## src/rtl/dr_pkg.sv

```systemverilog
// Shared dual-rail definitions: rail indexing and the receiver FSM state codes.
package dr_pkg;

    localparam int RAIL_NUM = 2;
    localparam int RAIL0    = 0;
    localparam int RAIL1    = 1;

    localparam logic [0:0] WAIT_DATA = 1'b0;
    localparam logic [0:0] WAIT_NULL = 1'b1;

endpackage

```

## src/rtl/dr_completion.sv

```systemverilog
// Dual-rail completion detector: flags a fully valid DATA word, an all-NULL
// word, or any illegal 11 pair, and decodes rail1 as the single-rail bit.
module dr_completion
    import dr_pkg::*;
#(
    parameter int WIDTH = 1
) (
    input  logic [WIDTH-1:0][RAIL_NUM-1:0] rails,
    output logic                           complete,
    output logic                           is_null,
    output logic                           illegal,
    output logic [WIDTH-1:0]               word
);

    // Fold every pair into word-level complete/null/illegal flags.
    always_comb begin
        complete = 1'b1;
        is_null  = 1'b1;
        illegal  = 1'b0;
        word     = '0;
        for (int i = 0; i < WIDTH; i++) begin
            word[i]  = rails[i][RAIL1];
            complete = complete & (rails[i][RAIL0] ^ rails[i][RAIL1]);
            is_null  = is_null & ~(rails[i][RAIL0] | rails[i][RAIL1]);
            illegal  = illegal | (rails[i][RAIL0] & rails[i][RAIL1]);
        end
    end

endmodule

```

## src/rtl/dr_rx_sync.sv

```systemverilog
// Four-phase dual-rail link receiver into the clk domain. Captures each
// completed DATA word into a one-entry valid/ready output register and
// drives the link acknowledge. Define DR_RX_SYNC_SYNC_EN for a two-flop
// synchronizer per rail (asynchronous senders); otherwise a single sample
// flop is used and the sender must be timed to clk.
module dr_rx_sync
    import dr_pkg::*;
#(
    parameter int WIDTH = 1
) (
    input  logic                           clk,
    input  logic                           rst,
    input  logic [WIDTH-1:0][RAIL_NUM-1:0] in,
    output logic                           ack,
    output logic [WIDTH-1:0]               data_o,
    output logic                           valid_o,
    input  logic                           ready_i,
    output logic                           err_o
);

    logic [WIDTH-1:0][RAIL_NUM-1:0] samp;
    logic                           complete;
    logic                           is_null;
    logic                           illegal;
    logic [WIDTH-1:0]               word;
    logic [0:0]                     state;
    logic                           slot_free;
    logic                           load;
    logic                           release_link;

`ifdef DR_RX_SYNC_SYNC_EN
    logic [WIDTH-1:0][RAIL_NUM-1:0] meta;

    // Two-flop synchronizer per rail; only the second stage is used.
    always_ff @(posedge clk or posedge rst) begin
        if (rst) begin
            meta <= '0;
            samp <= '0;
        end else begin
            meta <= in;
            samp <= meta;
        end
    end
`else
    // Single sample flop per rail; sender is launched from clk.
    always_ff @(posedge clk or posedge rst) begin
        if (rst) begin
            samp <= '0;
        end else begin
            samp <= in;
        end
    end
`endif

    dr_completion #(
        .WIDTH (WIDTH)
    ) u_completion (
        .rails    (samp),
        .complete (complete),
        .is_null  (is_null),
        .illegal  (illegal),
        .word     (word)
    );

    // The slot can take a word if empty or being drained on this same edge.
    always_comb begin
        slot_free    = !valid_o || ready_i;
        load         = (state == WAIT_DATA) && complete && slot_free;
        release_link = (state == WAIT_NULL) && is_null;
    end

    // Handshake FSM: ack rises with a capture and falls once NULL returns.
    always_ff @(posedge clk or posedge rst) begin
        if (rst) begin
            state <= WAIT_DATA;
            ack   <= 1'b0;
        end else if (load) begin
            state <= WAIT_NULL;
            ack   <= 1'b1;
        end else if (release_link) begin
            state <= WAIT_DATA;
            ack   <= 1'b0;
        end
    end

    // Output register: a reload wins over a simultaneous downstream consume.
    always_ff @(posedge clk or posedge rst) begin
        if (rst) begin
            data_o  <= '0;
            valid_o <= 1'b0;
        end else if (load) begin
            data_o  <= word;
            valid_o <= 1'b1;
        end else if (valid_o && ready_i) begin
            valid_o <= 1'b0;
        end
    end

    // Sticky protocol error for any sampled 11 pair; only reset clears it.
    always_ff @(posedge clk or posedge rst) begin
        if (rst) begin
            err_o <= 1'b0;
        end else if (illegal) begin
            err_o <= 1'b1;
        end
    end

endmodule
```

## config.mk

```make
export PLATFORM = sky130hd
export DESIGN_NAME = dr_rx_sync
export DESIGN_NICKNAME = d
export VERILOG_FILES = /design/src/rtl/dr_pkg.sv /design/src/rtl/dr_completion.sv /design/src/rtl/dr_rx_sync.sv
export SDC_FILE = /design/constraint.sdc
export NUM_CORES = 1
export LEC_CHECK = 0
export CAP_MARGIN = 20
export CORE_AREA = 5 5 42 44
export CTS_BUF_LIST = sky130_fd_sc_hd__clkbuf_2
export CTS_CLUSTER_DIAMETER = 120
export DETAILED_ROUTE_END_ITERATION = 8
export DIE_AREA = 0 0 47 49
export HOLD_SLACK_MARGIN = 0.05
export REMOVE_ABC_BUFFERS = 1
export SYNTH_ARGS = -nofsm -noshare
export SYNTH_HDL_FRONTEND = slang
export SYNTH_HIERARCHICAL = 1
export SYNTH_SLANG_ARGS = --single-unit
```

## constraint.sdc

```tcl
create_clock -name clk -period 2.05 [get_ports clk]
set_input_delay 0.205 -clock clk [delete_from_list [all_inputs] [get_ports clk]]
set_output_delay 0.205 -clock clk [all_outputs]
set_load 0.05 [all_outputs]
```

==> results_tabular.tex, run 1 <==
% Yosys + OpenROAD metrics
\begin{tabular}{lr}
\hline
Metric & Value \\
\hline
\multicolumn{2}{l}{\textbf{Status}} \\
\quad Outcome & completed \\
\multicolumn{2}{l}{\textbf{Synth}} \\
\quad Xor and xnor fraction of the mapped netlist area & 0\% \\
\quad Top flip-flop cell by instance count after synthesis & dfrtp\_1 \\
\quad Async S/R FF share, synth & 100\% \\
\quad Chip area line of the yosys report & 251 µm² \\
\quad Mux contribution to synthesized area & 5.97\% \\
\quad Top cell type by total area after synthesis & dfrtp\_1 \\
\quad Flops \& latches, synth & 6 \\
\quad Ys Warns & 6 \\
\quad Biggest area cells & dfrtp\_1, ha\_1, inv\_1 \\
\multicolumn{2}{l}{\textbf{STA}} \\
\quad Final setup slack of the worst path & 0.460 ns \\
\quad F\_max & 0.629 GHz \\
\quad Final Slew Violations & 0 \\
\quad Final Hold Violating Endpoints & 0 \\
\multicolumn{2}{l}{\textbf{Layout}} \\
\quad Final core utilization & 25.6\% \\
\quad Register share of the cell area & 41.8\% \\
\quad Most frequent cells in the layout & clkdlybuf4s50\_1, dfrtp\_1, inv\_1, clkbuf\_2 \\
\quad Number of cells in the finished layout apart from fillers & 46 \\
\quad Logic area & 75.1 µm² \\
\quad Number of diodes added for antenna fixing & 0 \\
\quad Flip-flop count of the largest register, all copies and words added & 2 \\
\quad Layout sequential cell count & 6 \\
\quad Post-layout nets & 39 \\
\quad Multi-input gate share of the layout cell area & 20.9\% \\
\quad Most common cell after layout, fill and taps aside & clkdlybuf4s50\_1 \\
\multicolumn{2}{l}{\textbf{Critical path}} \\
\quad Worst Path Max Fanout & 3 \\
\quad Critical Path Source Type & register \\
\quad Required time of the critical path & 1.85 ns \\
\quad Sum of buffers and inverters on the critical path & 1 \\
\quad R2r worst-path depth & 4 \\
\quad Endpoint of the worst setup timing path & ack \\
\quad Arrival time at the worst endpoint & 1.38 ns \\
\quad R2R Path Start & samp[1] \\
\quad Slowest cell on the critical path & clkdlybuf4s50\_1 \\
\quad Setup CP Type & register to output pin \\
\quad Critical path depth in cells & 1 \\
\quad CP Launch Point & state \\
\quad End of the worst register-to-register path & data\_o \\
\quad Cells traversed along the worst timing path & clkdlybuf4s50\_1 \\
\multicolumn{2}{l}{\textbf{Clock tree}} \\
\quad Num CTS Buffers & 3 \\
\quad Hold-fix buffers at CTS & 0 \\
\quad Clock transition at the registers of the reported paths & 0.06 ns \\
\quad Max Root-Sink Buffers & 2 \\
\quad Root Buffer & clkbuf\_2 \\
\quad Number of clock sinks seen by CTS & 6 \\
\quad Clock tree from TritonCTS & built \\
\multicolumn{2}{l}{\textbf{Placement}} \\
\quad Area of placed instances & 344 µm² \\
\multicolumn{2}{l}{\textbf{Route}} \\
\quad DRT met1 WL & 173 µm \\
\quad Initial DRC Count & 1 \\
\quad Routed wire length & 442 µm \\
\quad Post-route DRC violation count & 0 \\
\quad Routed vias/inst & 3.48 \\
\quad Uppermost metal layer occupied by signal nets & met3 \\
\quad Routed wirelength normalized by instance count & 9.61 µm \\
\multicolumn{2}{l}{\textbf{Power}} \\
\quad Main power-consuming group & combinational logic \\
\quad Power in the clock group & 80.7 µW \\
\quad Seq. pwr & 168 µW \\
\quad P\_leak & 0.172 nW \\
\quad Total power after layout & 468 µW \\
\quad Comb power frac & 46.9\% \\
\multicolumn{2}{l}{\textbf{Floorplan}} \\
\quad Die outline width & 47 µm \\
\quad Top-level port count & 9 \\
\quad Tap cell count & 16 \\
\quad Core Footprint & 1400 µm² \\
\multicolumn{2}{l}{\textbf{Global routing}} \\
\quad Antenna violations before repair & 0 \\
\hline
\end{tabular}
Fig. 1: run 1, the metal 3 layer
Scale: 10 px per µm.
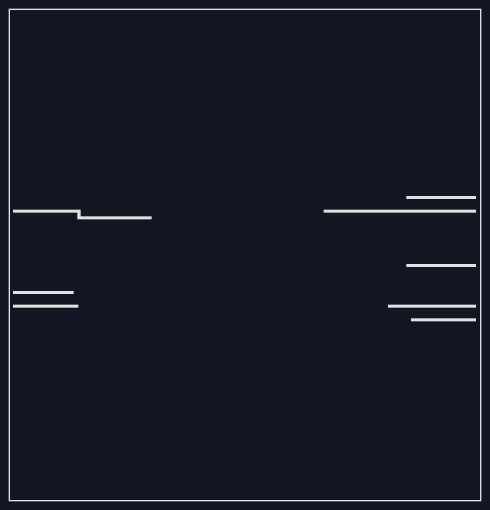
longest straight run: 14.9 µm
share of all routed wire: 16%
main direction: horizontal

Fig. 2: run 1, wiring by layer
Scale: 6 px per µm.
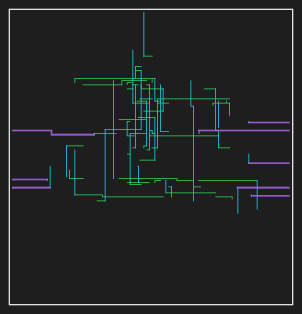
legend:
  M3:
    colour: purple
    wire_length: 69.2 µm
  M2:
    colour: cyan
    wire_length: 201 µm
  M1:
    colour: green
    wire_length: 173 µm

Fig. 3: run 1, clock wires, drivers and flops
Scale: 10 px per µm.
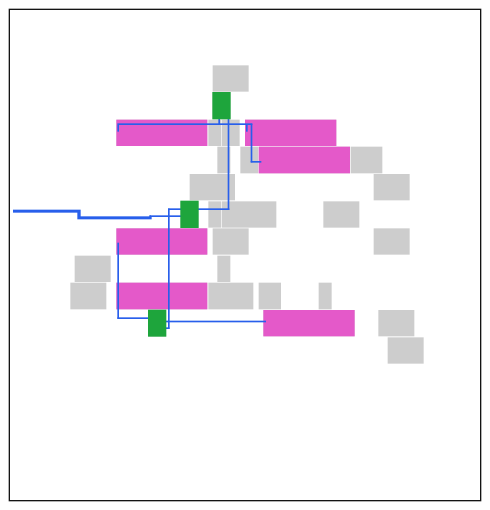
legend:
  clock-net drivers:
    colour: green
    count: 3
  flip-flops:
    colour: magenta
    count: 6
  clock wires:
    colour: blue
    length: 93.0 µm
routed clock nets: 4

==> run 2, diff against run 1 <==
==> constraint.sdc (replaced) <==
create_clock -name clk -period 1.5 [get_ports clk]
set_input_delay 0.15 -clock clk [delete_from_list [all_inputs] [get_ports clk]]
set_output_delay 0.15 -clock clk [all_outputs]
set_load 0.05 [all_outputs]
Fig. 4: run 2, wiring by layer
Scale: 6 px per µm.
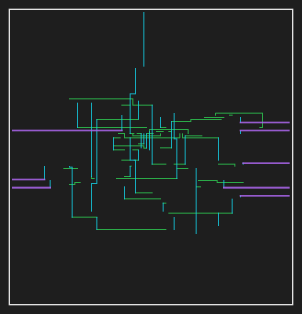
legend:
  M3:
    colour: purple
    wire_length: 72.2 µm
  M2:
    colour: cyan
    wire_length: 158 µm
  M1:
    colour: green
    wire_length: 181 µm

Fig. 5: run 2, the metal 3 layer
Scale: 10 px per µm.
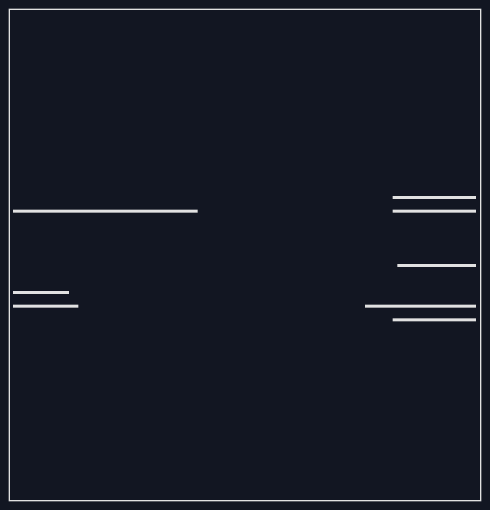
nets with wire on the layer: 8
main direction: horizontal

==> run 2 against run 1 <==
- power up 33%
- design area down 2.8%
- sequential power grew 37%
- largest power group unchanged
- die area unchanged
- critical endpoint is now data_o
- setup slack got worse by 0.20 ns
- global-route usage down 0.35 points
- cell count stayed put
- synthesized area unchanged
- register-to-register slack worse by 0.57 ns
- synthesized cell count did not move
- non-clock buffer count did not move
- worst hold slack worse by 0.055 ns
==> results_tabular.tex, run 2 <==
% Yosys + OpenROAD metrics
\begin{tabular}{lr}
\hline
Metric & Value \\
\hline
\multicolumn{2}{l}{\textbf{Status}} \\
\quad Outcome & completed \\
\multicolumn{2}{l}{\textbf{Critical path}} \\
\quad Sum of buffers and inverters on the critical path & 1 (unchanged) \\
\quad CP Launch Point & samp[1] \\
\quad Critical Path Source Type & register \\
\quad Element type at the critical path end & register \\
\quad Critical path depth in cells & 4 (+3) \\
\quad Required time of the critical path & 1.60 ns (-0.25 ns) \\
\quad Worst Path Max Fanout & 3 (unchanged) \\
\quad Family with the most delay on the worst path & flip-flops \\
\quad Setup CP Type & register to register \\
\quad Worst setup slack for register-to-register paths & 0.26 ns \\
\quad Arrival time at the worst endpoint & 1.34 ns (-0.04 ns) \\
\quad R2r worst-path depth & 4 (unchanged) \\
\quad End of the worst register-to-register path & data\_o \\
\quad R2R Path Start & samp[1] \\
\quad Cells traversed along the worst timing path & inv\_1 > ha\_1 > nand3\_2 > mux2\_4 \\
\quad Endpoint of the worst setup timing path & data\_o \\
\quad Slowest cell on the critical path & dfrtp\_1 \\
\multicolumn{2}{l}{\textbf{Power}} \\
\quad Comb power frac & 45.7\% (-1.2 points) \\
\quad Combinational Power & 285 µW \\
\quad Maximum ir drop on the vdd rail & 0.345 mV \\
\quad Power in the clock group & 108 µW (+34\%) \\
\quad P\_leak & 0.175 nW (+1.6\%) \\
\quad Cell area power density & 1780 nW/µm² \\
\quad Seq. pwr & 230 µW (+37\%) \\
\quad Net Sw Power & 268 µW \\
\quad Main power-consuming group & combinational logic \\
\quad Fraction of power spent switching nets & 43.1\% \\
\quad Total power after layout & 623 µW (+33\%) \\
\multicolumn{2}{l}{\textbf{Synth}} \\
\quad Share of Yosys cell area claimed by the top area cell type & 59.7\% \\
\quad Number of enable-type register cells in the synthesized netlist & 0 \\
\quad Simple-gate share of the synthesized area & 9.95\% \\
\quad Mux contribution to synthesized area & 5.97\% (unchanged) \\
\quad Main combinational cell family by area after synthesis & buffers and inverters \\
\quad Top flip-flop cell by instance count after synthesis & dfrtp\_1 \\
\quad Chip area line of the yosys report & 251 µm² (unchanged) \\
\quad Top cell type by total area after synthesis & dfrtp\_1 \\
\quad Ys Warns & 6 (unchanged) \\
\quad Biggest area cells & dfrtp\_1, ha\_1, inv\_1 \\
\quad Xor and xnor fraction of the mapped netlist area & 0\% (unchanged) \\
\quad Post-synthesis cell type with the largest instance count & dfrtp\_1 \\
\quad Sequential element share of the synthesized area & 59.7\% \\
\quad Async S/R FF share, synth & 100\% (unchanged) \\
\quad Flops \& latches, synth & 6 (unchanged) \\
\quad Number of distinct library cell variants in the gate-level netlist after synthesis & 9 \\
\quad Synth cell count leaders & dfrtp\_1, inv\_1, ha\_1, o21ai\_0 \\
\multicolumn{2}{l}{\textbf{Clock tree}} \\
\quad Max Root-Sink Buffers & 2 (unchanged) \\
\quad H-tree depth reported by CTS & 1 \\
\quad Clock transition at the registers of the reported paths & 0.06 ns (about the same) \\
\quad Root Buffer & clkbuf\_2 \\
\quad \# resized after CTS & 0 \\
\quad Clock tree from TritonCTS & built \\
\quad Number of clock sinks seen by CTS & 6 (unchanged) \\
\quad Clock latency at the later pin of the worst-skew pair & 0.21 ns \\
\quad Post CTS Setup Buffer Count & 0 \\
\quad Hold-fix buffers at CTS & 0 (unchanged) \\
\quad Num CTS Buffers & 3 (unchanged) \\
\multicolumn{2}{l}{\textbf{Layout}} \\
\quad Fill cell count & 161 \\
\quad Register share of the cell area & 43.0\% (+1.2 points) \\
\quad Largest area class, layout & flip-flops and latches \\
\quad Count of buffers not belonging to the clock network in the layout & 8 \\
\quad Area taken by flip-flops and latches & 150 µm² \\
\quad Register ranked first by flip-flop count & samp \\
\quad Proportion of layout cells with a drive suffix above 1 & 36.7\% \\
\quad Post-layout nets & 39 (unchanged) \\
\quad Clk\_buf instances & 3 \\
\quad Layout sequential cell count & 6 (unchanged) \\
\quad Multi-input gate share of the layout cell area & 21.5\% (+0.60 points) \\
\quad Most frequent cells in the layout & dfrtp\_1, inv\_1, clkdlybuf4s50\_1, buf\_4, clkbuf\_2 \\
\quad Logic area & 75.1 µm² (unchanged) \\
\quad Synthesis-to-layout area growth & 38.8\% \\
\quad Number of diodes added for antenna fixing & 0 (unchanged) \\
\quad Signal buf overhead & 20.1\% \\
\quad Number of cells in the finished layout apart from fillers & 46 (unchanged) \\
\quad Most common cell after layout, fill and taps aside & dfrtp\_1 \\
\quad Flip-flop count of the largest register, all copies and words added & 2 (unchanged) \\
\quad Final core utilization & 24.9\% (-0.71 points) \\
\quad Clk tree area frac & 4.30\% \\
\quad Non-clock inverter total of the final layout & 5 \\
\multicolumn{2}{l}{\textbf{Route}} \\
\quad Routed wirelength normalized by instance count & 8.91 µm (-7.2\%) \\
\quad Met3 Routed Length & 72 µm \\
\quad Routed vias/inst & 3.50 (+0.63\%) \\
\quad Initial DRC Count & 1 (unchanged) \\
\quad Post-route DRC violation count & 0 (unchanged) \\
\quad Sum of met2 wire segment lengths after detailed routing & 157 µm \\
\quad Vias & 161 \\
\quad DRT met1 WL & 180 µm (+4.0\%) \\
\quad Uppermost metal layer occupied by signal nets & met3 \\
\quad First drt pass iteration count & 2 \\
\quad Routed wire length & 410 µm (-7.2\%) \\
\multicolumn{2}{l}{\textbf{Global routing}} \\
\quad Most crowded layer after global routing & met1 \\
\quad Remaining global-route overflow & 0 \\
\quad Antenna violations before repair & 0 (unchanged) \\
\quad Met3 Resource Use GR & 4.43\% \\
\multicolumn{2}{l}{\textbf{STA}} \\
\quad F\_max & 0.806 GHz \\
\quad Final worst-path cycle share & 82.7\% \\
\quad Final Hold Violating Endpoints & 0 (unchanged) \\
\quad Transition at the pin with the smallest max-transition slack & 0.228 ns \\
\quad Setup repair after global routing missed its margin & no \\
\quad Setup TNS & 0 ns \\
\quad Time the final worst path needs with I/O delays and setup & 1.24 ns \\
\quad Final setup slack of the worst path & 0.260 ns (-0.200 ns) \\
\quad Hold slack final & 0.154 ns \\
\quad Final Slew Violations & 0 (unchanged) \\
\multicolumn{2}{l}{\textbf{Floorplan}} \\
\quad Tap cell count & 16 (unchanged) \\
\quad Die outline width & 47 µm (unchanged) \\
\quad DIE AREA & 2300 µm² \\
\quad Top-level port count & 9 (unchanged) \\
\quad Core Footprint & 1400 µm² (unchanged) \\
\multicolumn{2}{l}{\textbf{Min path}} \\
\quad Min-delay worst type & input pin to asynchronous set/reset pin \\
\multicolumn{2}{l}{\textbf{Placement}} \\
\quad Area of placed instances & 334 µm² (-2.9\%) \\
\quad Total instance count after detailed placement & 43 \\
\quad Post-detail-place hpwl & 332 µm \\
\quad Setup Slack @ Placement & 0.261 ns \\
\quad Port Buffer Count & 8 \\
\multicolumn{2}{l}{\textbf{Job}} \\
\quad Tool Warnings & 26 \\
\hline
\end{tabular}
Fig. 6: run 2, nets reached from selected ports
Scale: 8 px per µm.
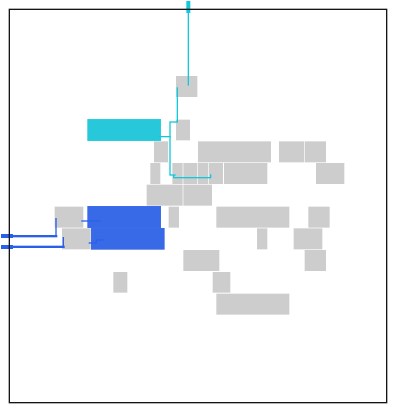
legend:
  `in`:
    colour: blue
    bits: 2
    direction: input
    edge: left
    end_cells: 2
    buffers: 2
    wire: 19.4 µm
  `ack`:
    colour: cyan
    bits: 1
    direction: output
    edge: top
    end_cells: 1
    buffers: 1
    wire: 28.1 µm

==> run 3, diff against run 2 <==
==> constraint.sdc (replaced) <==
create_clock -name clk -period 1.07 [get_ports clk]
set_input_delay 0.107 -clock clk [delete_from_list [all_inputs] [get_ports clk]]
set_output_delay 0.107 -clock clk [all_outputs]
set_load 0.05 [all_outputs]
Fig. 7: run 3, wiring by layer
Scale: 6 px per µm.
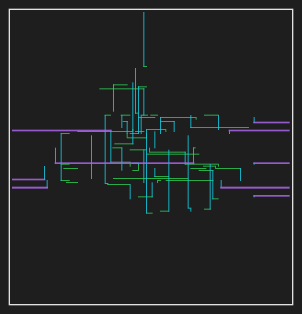
legend:
  M2:
    colour: cyan
    wire_length: 176 µm
  M1:
    colour: green
    wire_length: 148 µm
  M3:
    colour: purple
    wire_length: 88.8 µm

Fig. 8: run 3, the metal 3 layer
Scale: 10 px per µm.
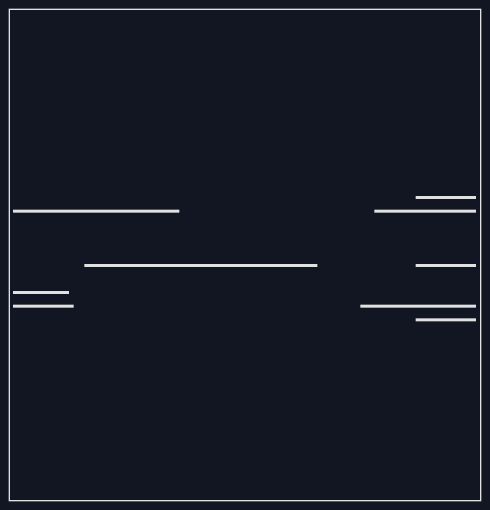
longest straight run: 23.0 µm
main direction: horizontal
wire length on this layer: 88.8 µm
nets with wire on the layer: 9
share of all routed wire: 21%

==> run 3 against run 2 <==
- the run now ends with setup timing left
- critical path type unchanged
- clock power is 42% higher
- die area stayed put
- largest power group unchanged
- critical path depth stayed put
- first-iteration DRC count went up to 5.0 times the previous value
- synthesized cell count stayed put
==> results_tabular.tex, run 3 <==
% Yosys + OpenROAD metrics
\begin{tabular}{lr}
\hline
Metric & Value \\
\hline
\multicolumn{2}{l}{\textbf{Floorplan}} \\
\quad Standard-cell row count & 14 \\
\quad Core Footprint & 1400 µm² (unchanged) \\
\quad Tap cell count & 16 (unchanged) \\
\quad Die outline width & 47 µm (unchanged) \\
\quad Top-level port count & 9 (unchanged) \\
\quad DIE AREA & 2300 µm² (unchanged) \\
\multicolumn{2}{l}{\textbf{Layout}} \\
\quad Most frequent cells in the layout & dfrtp\_1, inv\_1, clkdlybuf4s50\_1, buf\_12 \\
\quad Number of diodes added for antenna fixing & 0 (unchanged) \\
\quad Layout sequential cell count & 6 (unchanged) \\
\quad Logic area & 90.1 µm² (+20\%) \\
\quad Proportion of layout cells with a drive suffix above 1 & 48.5\% (+12 points) \\
\quad Register ranked first by flip-flop count & samp \\
\quad Flip-flop count of the largest register, all copies and words added & 2 (unchanged) \\
\quad Most common cell after layout, fill and taps aside & dfrtp\_1 \\
\quad Clk\_buf instances & 3 (unchanged) \\
\quad Final core utilization & 31.2\% (+6.3 points) \\
\quad Synthesis-to-layout area growth & 73.6\% \\
\quad Multi-input gate share of the layout cell area & 20.6\% (-0.88 points) \\
\quad Register share of the cell area & 34.4\% (-8.6 points) \\
\quad Number of cells in the finished layout apart from fillers & 49 (+6.5\%) \\
\quad Clk tree area frac & 3.44\% (-0.86 points) \\
\quad Fill cell count & 146 (-9.3\%) \\
\quad Count of buffers not belonging to the clock network in the layout & 11 (+3) \\
\quad Non-clock inverter total of the final layout & 5 (unchanged) \\
\quad Post-layout nets & 42 (+7.7\%) \\
\quad Largest area class, layout & flip-flops and latches \\
\multicolumn{2}{l}{\textbf{STA}} \\
\quad Hold slack final & 0.101 ns (-0.0537 ns) \\
\quad Final setup slack of the worst path & -0.0661 ns (-0.326 ns) \\
\quad Final Slew Violations & 0 (unchanged) \\
\quad Time the final worst path needs with I/O delays and setup & 1.14 ns (-0.104 ns) \\
\quad Worst max-slew margin expressed relative to the limit & 85.2\% \\
\quad Setup TNS & -0.0661 ns (-0.0661 ns) \\
\quad Final Hold Violating Endpoints & 0 (unchanged) \\
\quad F\_max & 0.880 GHz (+9.1\%) \\
\quad Final worst-path cycle share & 106\% (+24 points) \\
\quad Endpoints failing setup & 1 \\
\multicolumn{2}{l}{\textbf{Global routing}} \\
\quad Remaining global-route overflow & 0 (unchanged) \\
\quad Antenna violations before repair & 0 (unchanged) \\
\quad Met3 Resource Use GR & 5.54\% (+1.1 points) \\
\quad Maximum number of pins on one net before global-route repair & 7 \\
\multicolumn{2}{l}{\textbf{Critical path}} \\
\quad Worst Path Max Fanout & 2 (-1) \\
\quad End of the worst register-to-register path & data\_o \\
\quad R2R Path Start & samp[0] \\
\quad Required time of the critical path & 1.18 ns (-0.42 ns) \\
\quad Slowest cell on the critical path & dfrtp\_1 \\
\quad Cells traversed along the worst timing path & inv\_2 > ha\_4 > nand3\_2 > mux2\_4 \\
\quad Setup CP Type & register to register \\
\quad Arrival time at the worst endpoint & 1.25 ns (-0.09 ns) \\
\quad R2r worst-path depth & 4 (unchanged) \\
\quad Worst setup slack for register-to-register paths & -0.07 ns (-0.33 ns) \\
\quad Endpoint of the worst setup timing path & data\_o \\
\quad Element type at the critical path end & register \\
\quad Critical path depth in cells & 4 (unchanged) \\
\quad Critical Path Source Type & register \\
\quad Sum of buffers and inverters on the critical path & 1 (unchanged) \\
\quad Family with the most delay on the worst path & flip-flops \\
\multicolumn{2}{l}{\textbf{Synth}} \\
\quad Chip area line of the yosys report & 251 µm² (unchanged) \\
\quad Main combinational cell family by area after synthesis & buffers and inverters \\
\quad Async S/R FF share, synth & 100\% (unchanged) \\
\quad Simple-gate share of the synthesized area & 9.95\% (unchanged) \\
\quad Number of distinct library cell variants in the gate-level netlist after synthesis & 9 (unchanged) \\
\quad Post-synthesis cell type with the largest instance count & dfrtp\_1 \\
\quad Flops \& latches, synth & 6 (unchanged) \\
\quad Mux contribution to synthesized area & 5.97\% (unchanged) \\
\quad Sequential element share of the synthesized area & 59.7\% (unchanged) \\
\quad Ys Warns & 6 (unchanged) \\
\quad Top cell type by total area after synthesis & dfrtp\_1 \\
\quad Number of enable-type register cells in the synthesized netlist & 0 (unchanged) \\
\quad Share of Yosys cell area claimed by the top area cell type & 59.7\% (unchanged) \\
\quad Synth cell count leaders & dfrtp\_1, inv\_1, ha\_1, o21ai\_0 \\
\quad Biggest area cells & dfrtp\_1, ha\_1, inv\_1 \\
\quad Area fraction in full adders, half adders and majority gates & 9.95\% \\
\quad Top flip-flop cell by instance count after synthesis & dfrtp\_1 \\
\quad Xor and xnor fraction of the mapped netlist area & 0\% (unchanged) \\
\multicolumn{2}{l}{\textbf{Placement}} \\
\quad Post-detail-place hpwl & 338 µm (+1.6\%) \\
\quad Setup Slack @ Placement & -0.148 ns (-0.409 ns) \\
\quad Port Buffer Count & 8 (unchanged) \\
\quad Total instance count after detailed placement & 46 (+7.0\%) \\
\quad Area of placed instances & 407 µm² (+22\%) \\
\multicolumn{2}{l}{\textbf{Route}} \\
\quad Post-route DRC violation count & 0 (unchanged) \\
\quad Routed vias/inst & 3.53 (+0.87\%) \\
\quad Uppermost metal layer occupied by signal nets & met3 \\
\quad Sum of met2 wire segment lengths after detailed routing & 176 µm (+12\%) \\
\quad First drt pass iteration count & 2 (unchanged) \\
\quad Met3 Routed Length & 88 µm (+22\%) \\
\quad Routed wire length & 413 µm (+0.73\%) \\
\quad DRT met1 WL & 148 µm (-18\%) \\
\quad Vias & 173 (+7.5\%) \\
\quad Routed wirelength normalized by instance count & 8.43 µm (-5.4\%) \\
\multicolumn{2}{l}{\textbf{Power}} \\
\quad Comb power frac & 54.5\% (+8.8 points) \\
\quad Main power-consuming group & combinational logic \\
\quad Power in the clock group & 153 µW (+42\%) \\
\quad Cell area power density & 2460 nW/µm² (+38\%) \\
\quad Maximum ir drop on the vdd rail & 0.926 mV (+170\%) \\
\quad Total power after layout & 1.08 mW (+73\%) \\
\quad P\_leak & 0.210 nW (+20\%) \\
\quad Combinational Power & 586 µW (+110\%) \\
\quad Fraction of power spent switching nets & 38.4\% (-4.7 points) \\
\quad Seq. pwr & 337 µW (+47\%) \\
\multicolumn{2}{l}{\textbf{Clock tree}} \\
\quad H-tree depth reported by CTS & 1 (unchanged) \\
\quad Max Root-Sink Buffers & 2 (unchanged) \\
\quad Post CTS Setup Buffer Count & 0 (unchanged) \\
\quad Clock transition at the registers of the reported paths & 0.06 ns (about the same) \\
\quad Number of clock sinks seen by CTS & 6 (unchanged) \\
\quad Clock tree from TritonCTS & built \\
\quad Root Buffer & clkbuf\_2 \\
\quad \# resized after CTS & 2 (+2) \\
\quad Clock latency at the later pin of the worst-skew pair & 0.22 ns (about the same) \\
\multicolumn{2}{l}{\textbf{Job}} \\
\quad Tool Warnings & 28 (+7.7\%) \\
\multicolumn{2}{l}{\textbf{Status}} \\
\quad Outcome & complete, but fails checks \\
\quad Failing checks & setup timing \\
\multicolumn{2}{l}{\textbf{Min path}} \\
\quad Min-delay worst type & input pin to asynchronous set/reset pin \\
\hline
\end{tabular}
Fig. 9: run 3, nets reached from selected ports
Scale: 8 px per µm.
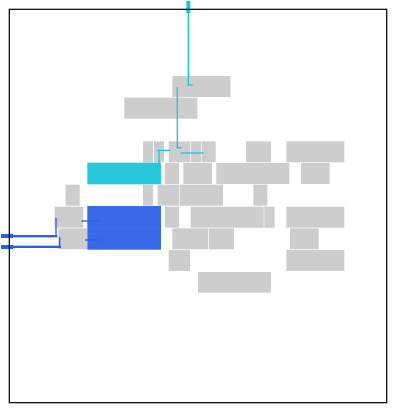
legend:
  `in`:
    colour: blue
    bits: 2
    direction: input
    edge: left
    end_cells: 2
    buffers: 2
    wire: 18.6 µm
  `ack`:
    colour: cyan
    bits: 1
    direction: output
    edge: top
    end_cells: 1
    buffers: 2
    wire: 23.7 µm

Power is estimated from default activity; no workload was simulated.
